**Floorplan with the power grid**

Drawn at 4 px/micron. Pins as bars on the die edge.
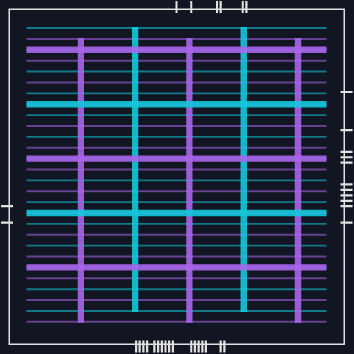
**Clock wiring as the flow saved it**

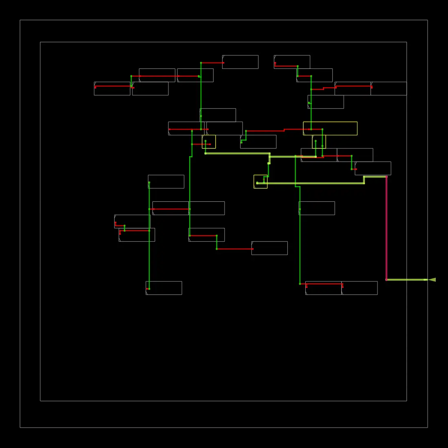
**Metal layers overlaid**

Drawn at 6 px/micron.
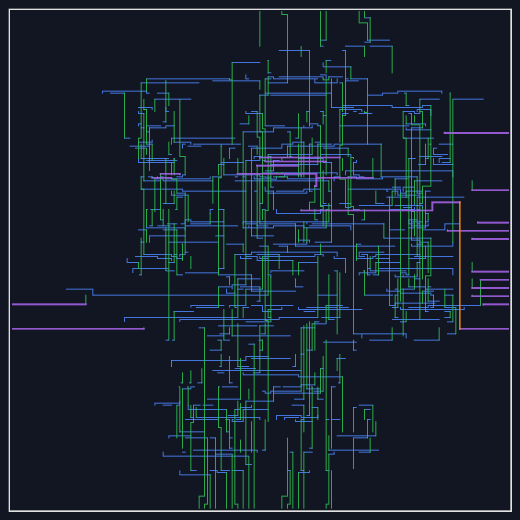
### src/rtl/onn_pkg.sv
// onn_pkg: shared state encoding and default sizing for the ONN recall sequencer
package onn_pkg;
  typedef enum logic [2:0] {IDLE, RST, GAP, DROP, SETTLE, CHECK, EVAL, DONE} state_e;
  localparam int N_NEURONS_DEF     = 15;
  localparam int SETTLE_CYCLES_DEF = 16;
  localparam int MAX_ITER_DEF      = 64;
endpackage

### src/rtl/onn_popcount.sv
// onn_popcount: combinational population count (bits_i: W flags in, cnt_o: number of set flags out)
module onn_popcount #(
  parameter int W = 15
) (
  input  logic [W-1:0]             bits_i,
  output logic [$clog2(W+1)-1:0]   cnt_o
);
  localparam int CW = $clog2(W + 1);
  always_comb begin
    cnt_o = '0;
    for (int i = 0; i < W; i++) cnt_o = cnt_o + CW'(bits_i[i]);
  end
endmodule

### src/rtl/onn_sequencer.sv
// onn_sequencer: recall sequencer for ONN phase registers (in: start/abort/state_changed; out: phase_re/drop/check pulses, busy, done, converged, iter_count, changed_cnt)
module onn_sequencer
  import onn_pkg::*;
#(
  parameter int N_NEURONS     = N_NEURONS_DEF,
  parameter int SETTLE_CYCLES = SETTLE_CYCLES_DEF,
  parameter int MAX_ITER      = MAX_ITER_DEF
) (
  input  logic                               clk,
  input  logic                               re,
  input  logic                               start,
  input  logic                               abort,
  input  logic [N_NEURONS-1:0]               state_changed,
  output logic                               phase_re,
  output logic                               phase_drop,
  output logic                               phase_check,
  output logic                               busy,
  output logic                               done,
  output logic                               converged,
  output logic [6:0]                         iter_count,
  output logic [$clog2(N_NEURONS+1)-1:0]     changed_cnt
);
  localparam int CW = $clog2(N_NEURONS + 1);
  state_e        state_q, state_d;
  logic [7:0]    settle_q;
  logic [6:0]    iter_q;
  logic [CW-1:0] changed_q, pop;
  logic          re_q, drop_q, check_q, busy_q, done_q, conv_q;
  logic          any;

  onn_popcount #(.W(N_NEURONS)) u_pop (.bits_i(state_changed), .cnt_o(pop));

  assign any = |state_changed;

  always_comb begin
    state_d = state_q;
    case (state_q)
      IDLE:    state_d = start ? RST : IDLE;
      RST:     state_d = GAP;
      GAP:     state_d = DROP;
      DROP:    state_d = SETTLE;
      SETTLE:  state_d = (settle_q == 8'd0) ? CHECK : SETTLE;
      CHECK:   state_d = EVAL;
      EVAL:    state_d = (any && iter_q < 7'(MAX_ITER)) ? SETTLE : DONE;
      DONE:    state_d = IDLE;
      default: state_d = IDLE;
    endcase
    if (abort) state_d = IDLE;
  end

  // Outputs are registered from the next state so each pulse lines up with its state.
  always_ff @(posedge clk) begin
    if (re) begin
      state_q   <= IDLE;
      settle_q  <= '0;
      iter_q    <= '0;
      changed_q <= '0;
      re_q      <= 1'b0;
      drop_q    <= 1'b0;
      check_q   <= 1'b0;
      busy_q    <= 1'b0;
      done_q    <= 1'b0;
      conv_q    <= 1'b0;
    end else begin
      state_q  <= state_d;
      re_q     <= state_d == RST;
      drop_q   <= state_d == DROP;
      check_q  <= state_d == CHECK;
      busy_q   <= state_d != IDLE;
      done_q   <= state_d == DONE;
      settle_q <= (state_q == SETTLE) ? settle_q - 8'd1 : 8'(SETTLE_CYCLES - 1);
      if (state_q == IDLE && state_d == RST) begin
        iter_q    <= '0;
        changed_q <= '0;
      end else if (state_d == CHECK) begin
        iter_q <= iter_q + 7'd1;
      end
      if (state_q == EVAL) changed_q <= pop;
      if (abort && state_q != IDLE) conv_q <= 1'b0;
      else if (state_q == EVAL && state_d == DONE) conv_q <= !any;
    end
  end

  assign phase_re    = re_q;
  assign phase_drop  = drop_q;
  assign phase_check = check_q;
  assign busy        = busy_q;
  assign done        = done_q;
  assign converged   = conv_q;
  assign iter_count  = iter_q;
  assign changed_cnt = changed_q;
endmodule

### config.mk
export PLATFORM = sky130hd
export DESIGN_NAME = onn_sequencer
export DESIGN_NICKNAME = d
export VERILOG_FILES = /design/src/rtl/onn_pkg.sv /design/src/rtl/onn_popcount.sv /design/src/rtl/onn_sequencer.sv
export SDC_FILE = /design/constraint.sdc
export NUM_CORES = 1
export LEC_CHECK = 0
export ABC_AREA = 0
export CAP_MARGIN = 10
export CORE_MARGIN = 4
export CORE_UTILIZATION = 30
export CTS_BUF_LIST = sky130_fd_sc_hd__clkbuf_4
export DETAILED_ROUTE_END_ITERATION = 6
export SLEW_MARGIN = 10
export SYNTH_ARGS = -nofsm -noshare
export SYNTH_HDL_FRONTEND = slang
export SYNTH_SLANG_ARGS = --single-unit
### constraint.sdc
create_clock -name clk -period 3.85 [get_ports clk]
set_clock_uncertainty 0.1 [all_clocks]
set_input_delay 0.77 -clock clk [delete_from_list [all_inputs] [get_ports clk]]
set_output_delay 0.77 -clock clk [all_outputs]
set_load 0.02 [all_outputs]
==> run_results.csv <==
group,metric,value,unit
run_status,status,"finished, final reports clean",
flow_run,warning_count,30,
synthesis,ys_sh_simple,21.6,%
synthesis,synthTopCellsByCount,"dfxtp_1 (28), inv_1 (25), nor2_1 (16), a21oi_1 (13)",
layout,nets,263,
cts,hold_buffers,0,
placed_design,dpl_worst_slack,-885,ps
layout,fillers,536,
sta,setup_tns,0,ps
drt,route.detailed.drc,0,
layout,syn_to_final_growth,34.8,%
worst_setup_path,worstSetupPathType,"in2reg",
worst_setup_path,cp_common_cell,"fa_1",
synthesis,fp_nets,219,
synthesis,synth_top_area_share,32.9,%
sta,timing.final.crit_period,3850,ps
synthesis,avgSynthCellArea,9.37,sq um
synthesis,synthArstFlopShare,0,%
floorplan,io_pins,36,
power_and_ir_drop,p_clk,0.191,mW
sta,setup_ws,3.00,ps
layout,final_core_util,41.7,%
worst_setup_path,path_cells,"buf_8 > inv_8 > ha_4 > inv_2 > fa_1 > fa_1 > fa_2 > fa_1 > inv_2 > ha_4 > fa_2 > xor2_1 > a22oi_1 > nor2_1",
drt,totalWireLength,3.53,mm
sta,max_clock_freq,260,MHz
floorplan,die_x,83.4,microns
placed_design,placed_cell_area,2190,sq um
layout,layout-drive-gt1-share,18.7,%
synthesis,synth_seq_share,32.9,%
drt,wl_met3,195,microns
power_and_ir_drop,p_comb,0.273,mW
worst_setup_path,max_stage_delay,530,ps
global_routing,grtUsageTotal,10.3,%
layout,diodes,0,
drt,via_per_inst,4.68,
global_routing,grt.met3_usage,2.68,%
sta,setup_viol,0,
worst_setup_path,cp_slowest_cell,"fa_1",
drt,drtIter0Drc,91,
-- 'floorplan with the power grid' (at the start) --
colour	net
cyan	VDD
purple	VSS
met1 rails	28
signal pins	36
met5 straps	5
rows	27
met4 straps	5

-- 'clock wiring as the flow saved it' (at the start) --
flop count: 28
# clock sinks: 28

-- 'metal layers overlaid' (at the start) --
colour	layer	wire length
purple	M3	196 microns
blue	M1	1580 microns
orange	M4	21.1 microns
green	M2	1730 microns

## cell type report
| class | count | area (sq um) | share of cell area [%] |
|---|---|---|---|
| flip-flops and latches | 28 | 561 | 24.4 |
| clock inverters | 1 | 30.0 | 1.31 |
| well taps | 72 | 90.1 | 3.92 |
| inverters | 26 | 110 | 4.79 |
| clock buffers | 3 | 22.5 | 0.980 |
| repair buffers | 46 | 437 | 19.0 |
| multi-input cells | 121 | 1050 | 45.6 |
## through the flow
stage / cells / power (mW)
final: 297 / 0.762
after floorplan: 182 / 0.465
after global placement: 291 / 0.535
after global routing: 297 / 0.826
after detailed placement: 291 / 0.539
after CTS: 295 / 0.753
## flip-flops by register name (all words and copies together), names as in the netlist
register     count
changed_cnt      4
settle_q         8
converged        1
done             1
phase_check      1
phase_re         1
busy             1
iter_count       7
state_q          3
phase_drop       1
Power and IR drop assume default switching activity.
